===== src/rtl/crc_sector_feeder.sv =====
// Byte-stream feeder in front of the CRC engine: forwards one sector, waits for the engine's
// result (or a timeout) and hands one result record downstream. Optional macro: CRC_CHECK_EN.
module crc_sector_feeder #(
    parameter int SECTOR_BYTES = 512,
    parameter int TIMEOUT      = 1024
) (
    input  logic        clk,
    input  logic        rst,
    input  logic [7:0]  in_data,
    input  logic        in_valid,
    output logic        in_ready,
    output logic [7:0]  byte_out,
    output logic        wrreq,
    input  logic        buffer_full,
    input  logic        crc_done,
    input  logic [15:0] crc_value,
    output logic [15:0] res_crc,
    output logic        res_valid,
    input  logic        res_ready,
    output logic        res_timeout,
    output logic        res_err,
    output logic        busy
);

    localparam int CW = $clog2(SECTOR_BYTES + 1);
    localparam int TW = $clog2(TIMEOUT + 1);
    localparam logic [CW-1:0] LAST_BYTE = CW'(SECTOR_BYTES - 1);
    localparam logic [TW-1:0] LAST_TICK = TW'(TIMEOUT - 1);

`ifdef CRC_CHECK_EN
    typedef enum logic [1:0] {S_DATA, S_CHK, S_WAIT, S_RESULT} state_t;
`else
    typedef enum logic [1:0] {S_DATA, S_WAIT, S_RESULT} state_t;
`endif

    state_t          r_state;
    state_t          w_state_next;
    logic [CW-1:0]   r_count;
    logic [CW-1:0]   w_count_next;
    logic [TW-1:0]   r_timer;
    logic [TW-1:0]   w_timer_next;
    logic [15:0]     r_res_crc;
    logic [15:0]     w_res_crc_next;
    logic            r_res_valid;
    logic            w_res_valid_next;
    logic            r_res_timeout;
    logic            w_res_timeout_next;
    logic            w_in_ready;
    logic            w_wrreq;

`ifdef CRC_CHECK_EN
    logic [15:0]     r_stored;
    logic [15:0]     w_stored_next;
    logic            r_chk_idx;
    logic            w_chk_idx_next;
    logic            r_res_err;
    logic            w_res_err_next;
`endif

    always_ff @(posedge clk or posedge rst) begin
        if (rst) begin
            r_state       <= S_DATA;
            r_count       <= '0;
            r_timer       <= '0;
            r_res_crc     <= '0;
            r_res_valid   <= 1'b0;
            r_res_timeout <= 1'b0;
`ifdef CRC_CHECK_EN
            r_stored      <= '0;
            r_chk_idx     <= 1'b0;
            r_res_err     <= 1'b0;
`endif
        end else begin
            r_state       <= w_state_next;
            r_count       <= w_count_next;
            r_timer       <= w_timer_next;
            r_res_crc     <= w_res_crc_next;
            r_res_valid   <= w_res_valid_next;
            r_res_timeout <= w_res_timeout_next;
`ifdef CRC_CHECK_EN
            r_stored      <= w_stored_next;
            r_chk_idx     <= w_chk_idx_next;
            r_res_err     <= w_res_err_next;
`endif
        end
    end

    always_comb begin
        w_state_next       = r_state;
        w_count_next       = r_count;
        w_timer_next       = r_timer;
        w_res_crc_next     = r_res_crc;
        w_res_valid_next   = r_res_valid;
        w_res_timeout_next = r_res_timeout;
        w_in_ready         = 1'b0;
        w_wrreq            = 1'b0;
`ifdef CRC_CHECK_EN
        w_stored_next      = r_stored;
        w_chk_idx_next     = r_chk_idx;
        w_res_err_next     = r_res_err;
`endif
        case (r_state)
            S_DATA: begin
                w_in_ready = !buffer_full;
                w_wrreq    = in_valid && !buffer_full;
                if (w_wrreq) begin
                    if (r_count == LAST_BYTE) begin
                        w_count_next = '0;
`ifdef CRC_CHECK_EN
                        w_state_next = S_CHK;
`else
                        w_state_next = S_WAIT;
`endif
                    end else begin
                        w_count_next = r_count + 1'b1;
                    end
                end
            end
`ifdef CRC_CHECK_EN
            // Stored CRC arrives MSB first; it is consumed here and never reaches the engine.
            S_CHK: begin
                w_in_ready = 1'b1;
                if (in_valid) begin
                    w_stored_next  = {r_stored[7:0], in_data};
                    w_chk_idx_next = !r_chk_idx;
                    if (r_chk_idx) begin
                        w_state_next = S_WAIT;
                    end
                end
            end
`endif
            S_WAIT: begin
                w_timer_next = r_timer + 1'b1;
                if (crc_done) begin
                    w_res_crc_next     = crc_value;
                    w_res_timeout_next = 1'b0;
                    w_res_valid_next   = 1'b1;
                    w_timer_next       = '0;
                    w_state_next       = S_RESULT;
`ifdef CRC_CHECK_EN
                    w_res_err_next     = (crc_value != r_stored);
`endif
                end else if (r_timer == LAST_TICK) begin
                    w_res_crc_next     = '0;
                    w_res_timeout_next = 1'b1;
                    w_res_valid_next   = 1'b1;
                    w_timer_next       = '0;
                    w_state_next       = S_RESULT;
`ifdef CRC_CHECK_EN
                    w_res_err_next     = 1'b1;
`endif
                end
            end
            S_RESULT: begin
                if (res_ready) begin
                    w_res_valid_next = 1'b0;
                    w_timer_next     = '0;
                    w_state_next     = S_DATA;
                end
            end
            default: begin
                w_state_next = S_DATA;
            end
        endcase
    end

    assign in_ready    = w_in_ready;
    assign wrreq       = w_wrreq;
    assign byte_out    = in_data;
    assign res_crc     = r_res_crc;
    assign res_valid   = r_res_valid;
    assign res_timeout = r_res_timeout;
    assign busy        = (r_state != S_DATA) || (r_count != '0);
`ifdef CRC_CHECK_EN
    assign res_err     = r_res_err;
`else
    assign res_err     = 1'b0;
`endif

endmodule


===== config.mk =====
export PLATFORM = sky130hd
export DESIGN_NAME = crc_sector_feeder
export DESIGN_NICKNAME = d
export VERILOG_FILES = /design/src/rtl/crc_sector_feeder.sv
export SDC_FILE = /design/constraint.sdc
export NUM_CORES = 1
export LEC_CHECK = 0
export CAP_MARGIN = 25
export CORE_MARGIN = 2
export CORE_UTILIZATION = 42
export CTS_CLUSTER_SIZE = 25
export DETAILED_ROUTE_END_ITERATION = 8
export PLACE_DENSITY = 0.88
export SLEW_MARGIN = 20
export SYNTH_ARGS = -nofsm -noshare
export SYNTH_HDL_FRONTEND = slang
export SYNTH_SLANG_ARGS = --single-unit

===== constraint.sdc =====
create_clock -name clk -period 1.9 [get_ports clk]
set_input_delay 0.38 -clock clk [delete_from_list [all_inputs] [get_ports clk]]
set_output_delay 0.38 -clock clk [all_outputs]
set_load 0.005 [all_outputs]

==> run summary <==
Implementation results.

Synthesis produced a netlist whose cell count is 184. The number of port buffers is 42. The top cell type's share of synthesized area is 0.5287. In the final run the clock tree shows a worst skew of 0.006726 ns. The number of fillers in the final layout is 357.

The layout overhead on the synthesized area is 34.82%. The final count of hold timing violations is 0. In this run the tools logged warnings totalling 28. The layout report lists the combined flip-flop and latch area as 1026 um^2. The H-tree generated during clock tree synthesis spans 2 levels. The number of clock sinks came to 41.

The final HPWL from detailed placement is 2.923 mm. The floorplan-stage core utilization is 0.4396. The final worst-path setup slack is 0.07392 ns. The worst hold-check path type is reg2reg. Setup repair after global routing left no endpoint under its margin. Max fanout on the critical path was recorded as 2. The number of nets with antenna violations after detailed routing is 0. The utilization of the core after routing is 0.5927.

The mean number of vias per cell is 5.483. The number of standard cells in the layout, taps in and fillers out is 286. The number of antenna violations at the first check in global routing is 0. The static leakage is 0.001142 uW. In the layout the commonest cells are dfrtp_1 (41), clkdlybuf4s50_1 (37), nand2_1 (19). The final tally of setup violations is 0. The synthesized design contains 41 register bits. Dividing the synthesized area by the synthesized cell count gives 10.55 um^2. The final critical path time including I/O delays and setup is 1.826 ns. The clock tree buffer depth is 2.

The total power density per cell area is 747.5 nW/um^2. met1 track demand over resource after global routing is 0.2285. The final report gives the standard cell area, fillers excluded, as 2616 um^2. The via count of the first global-routing pass is 1,537. The highest supply drop recorded on VDD is 0.4848 mV. STA classifies the critical path startpoint as a register.

Overall power consumption after layout is estimated at 1956 uW. Per the detailed placement report, the placed cell area equals 2442 um^2. The normalized max-slew margin is 0.6599. The startpoint-to-endpoint class of the critical path is reg2out. The antenna cell count is 0. By area the synthesized netlist is led by dfrtp_1 (53%), a22o_1 (7.7%), nand2_1 (3.7%).

The die outline area is 5180 um^2. The global-route wire length before repair is 7.065 mm. The area of the multi-input gates is 844.6 um^2. The number of nets in the synthesized netlist is 217.

In this run the maximum-capacitance check reported violations numbering 0. The post-synthesis cell area is 1941 um^2. The area recorded from the Yosys report for this design is 1941 um^2. The largest area contributor in the netlist is dfrtp_1. The number of synthesis warnings is 0.

The CTS tree is yes. The global route stage reports its total congestion overflow as 0. After global routing, the most crowded layer is met2. Per the OpenROAD floorplan log, the height of the die is 71.98 um. In the finished design, the share of the clock period the worst path needs comes to 0.9611.

The share of cells above drive strength 1 is 0.1624. After its last routability iteration, the placer logged a weighted congestion of 0.9025. Synthesis instantiated 41 different standard cells from the library.

The clock buffer count from CTS is 5. The count of pins on the block boundary is 60. The arrival time of data at the critical path endpoint is 1.45 ns. Max-slew check failures listed in the final report amount to 0. In this build the clock could be raised as far as 547.6 MHz.

The number of violations reported at the end of detailed-routing iteration 0 is 87. The number of placed instances, taps included, is 277. The flow ran to the end, and the final reports show no timing, DRC or antenna violations. The placeable core region is 4414 um^2. STA on the placed design reports a worst setup slack of -0.3820 ns. Clock tree synthesis selected as its root buffer the cell clkbuf_8. According to the timing report, the data required time at the worst endpoint equals 1.52 ns. Clock latency on the worst-skew pair, taken at its later pin, is 0.29 ns. The met3 routing resource usage after global routing is 0.05833.

The floorplan has 24 rows. From left edge to right edge, the die measures 71.98 um. On the worst setup and hold paths after CTS, the clock-pin slew comes to 0.08 ns.
critical path, cell delays in order (launching register included):
cell and delay (ns):
dfrtp_1 0.40, or4b_4 0.57, inv_4 0.07, clkbuf_2 0.10
routing by layer:
metal / wire length, um / vias to the layer above
met5: 0 / -
li1: - / 745
met3: 237 / 5
met2: 2130 / 52
met1: 1879 / 766
met4: 32 / 0
power by group:
group / internal [uW] / switching, uW / total (uW)
logic: 139 / 97.9 / 237
registers: 929 / 69.9 / 998
clock network: 428 / 292 / 720
state kept, by name, indices dropped and copies added, names as in the netlist:
register and cells:
res_valid 1, r_timer 11, r_count 10, res_timeout 1, res_crc 16, r_state 2
cells in the mapped netlist:
cell and instances:
a21oi_1 3, a22o_1 17, a31oi_1 1, and2_1 1, and4_1 1, buf_2 2, buf_4 9, clkbuf_1 5
clkinv_2 1, conb_1 1, dfrtp_1 41, ha_1 3, inv_1 4, nand2_1 19, nand2_2 1, nand2b_1 3
nand3_1 6, nand4_1 8, nand4b_1 1, nor2_1 8, nor2b_1 2, nor3_1 3, nor3_2 1, nor3b_4 1
nor4_1 4, nor4_2 1, o211ai_1 1, o21a_1 2, o21ai_0 9, o21ai_1 3, o21ba_2 1, o311ai_0 2
o31ai_1 1, or2_1 1, or2_2 2, or3_1 2, or3b_1 1, or4_1 1, or4b_1 1, xnor2_1 8
xor2_1 2
worst paths after layout:
kind	end	startpoint	slack (ns)	cells past startpoint
worst min-delay path	res_crc[7]	res_crc[7]	0.50	1
worst max-delay path	wrreq	r_state[0]	0.07	3
worst max register to register	r_count[6]	r_state[0]	0.08	6
min in group asynchronous	res_crc[10]	rst	0.51	3
worst min register to register	res_crc[7]	res_crc[7]	0.50	1
max in group asynchronous	r_timer[4]	rst	1.03	3
cell families after synthesis:
family          share of synthesized area
other cells                      0.001932
simple gates                       0.1967
compound gates                     0.1483
fa+ha+maj                         0.01934
flops                              0.5287
buf+inv                           0.05996
xor+xnor                          0.04514
timing repair:
action | in CTS | in global routing
resized | 8 | 10
hold buffers | 0 | 0
setup endpoints to repair | 9 | 9
pin swaps | 1 | 8
buffers inserted | 0 | 1
stage by stage:
| stage | setup TNS (ns) | hold slack, ns |
|---|---|---|
| 2_1_floorplan | 0 | 0.4657 |
| 3_3_place_gp | -2.555 | 0.4825 |
| 3_5_place_dp | -3.116 | 0.4822 |
| 4_1_cts | -0.1099 | 0.5067 |
| 5_1_grt | 0 | 0.5295 |
| 6_report | 0 | 0.5005 |
area by class of cell:
cell class                 count  area share
clock inverter                 1     0.01148
clock buffer                   7     0.03300
timing repair buffer          58      0.2076
sequential                    41      0.3922
inverter                       5    0.008130
tap                           52     0.02487
multi-input combinational    122      0.3228
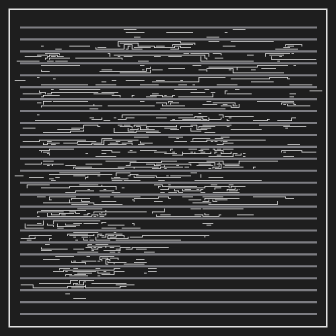
Fig. 1. The metal 1 layer.
Supply wires on this layer in grey.
- main direction: horizontal
- wire length on this layer: 1,880 um
- nets with wire on the layer: 219

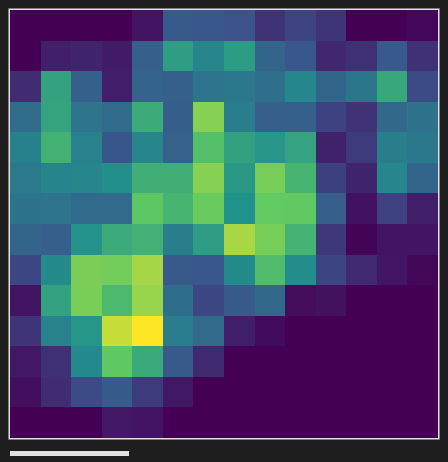
Fig. 2. Wire density map.
Scale bar: 20 um. The die is cut into 14 by 14 equal tiles; dark purple is low, yellow is high, scaled to the fullest tile. Values are wire area over tile area, all layers added.
- tiles over half the peak: 22%
- fullest tile: 0.44
- nearly empty tiles: 23%
via count of the routed design: 1,568
overall routed net length: 4.280 mm
global-route usage over all layers: 0.1752
wire per inst: 14.97 um

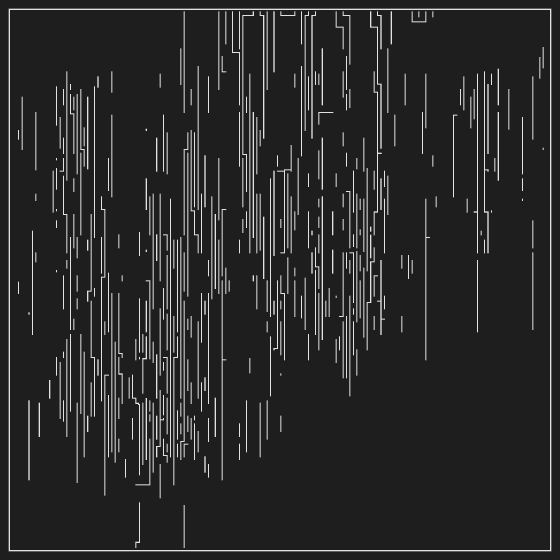
Fig. 3. The metal 2 layer.
- main direction: vertical
- share of all routed wire: 50%
- wire length on this layer: 2,130 um
- nets with wire on the layer: 232
- longest straight run: 34.3 um
met2 GRT Util: 0.2788

Power and IR drop assume default switching activity.
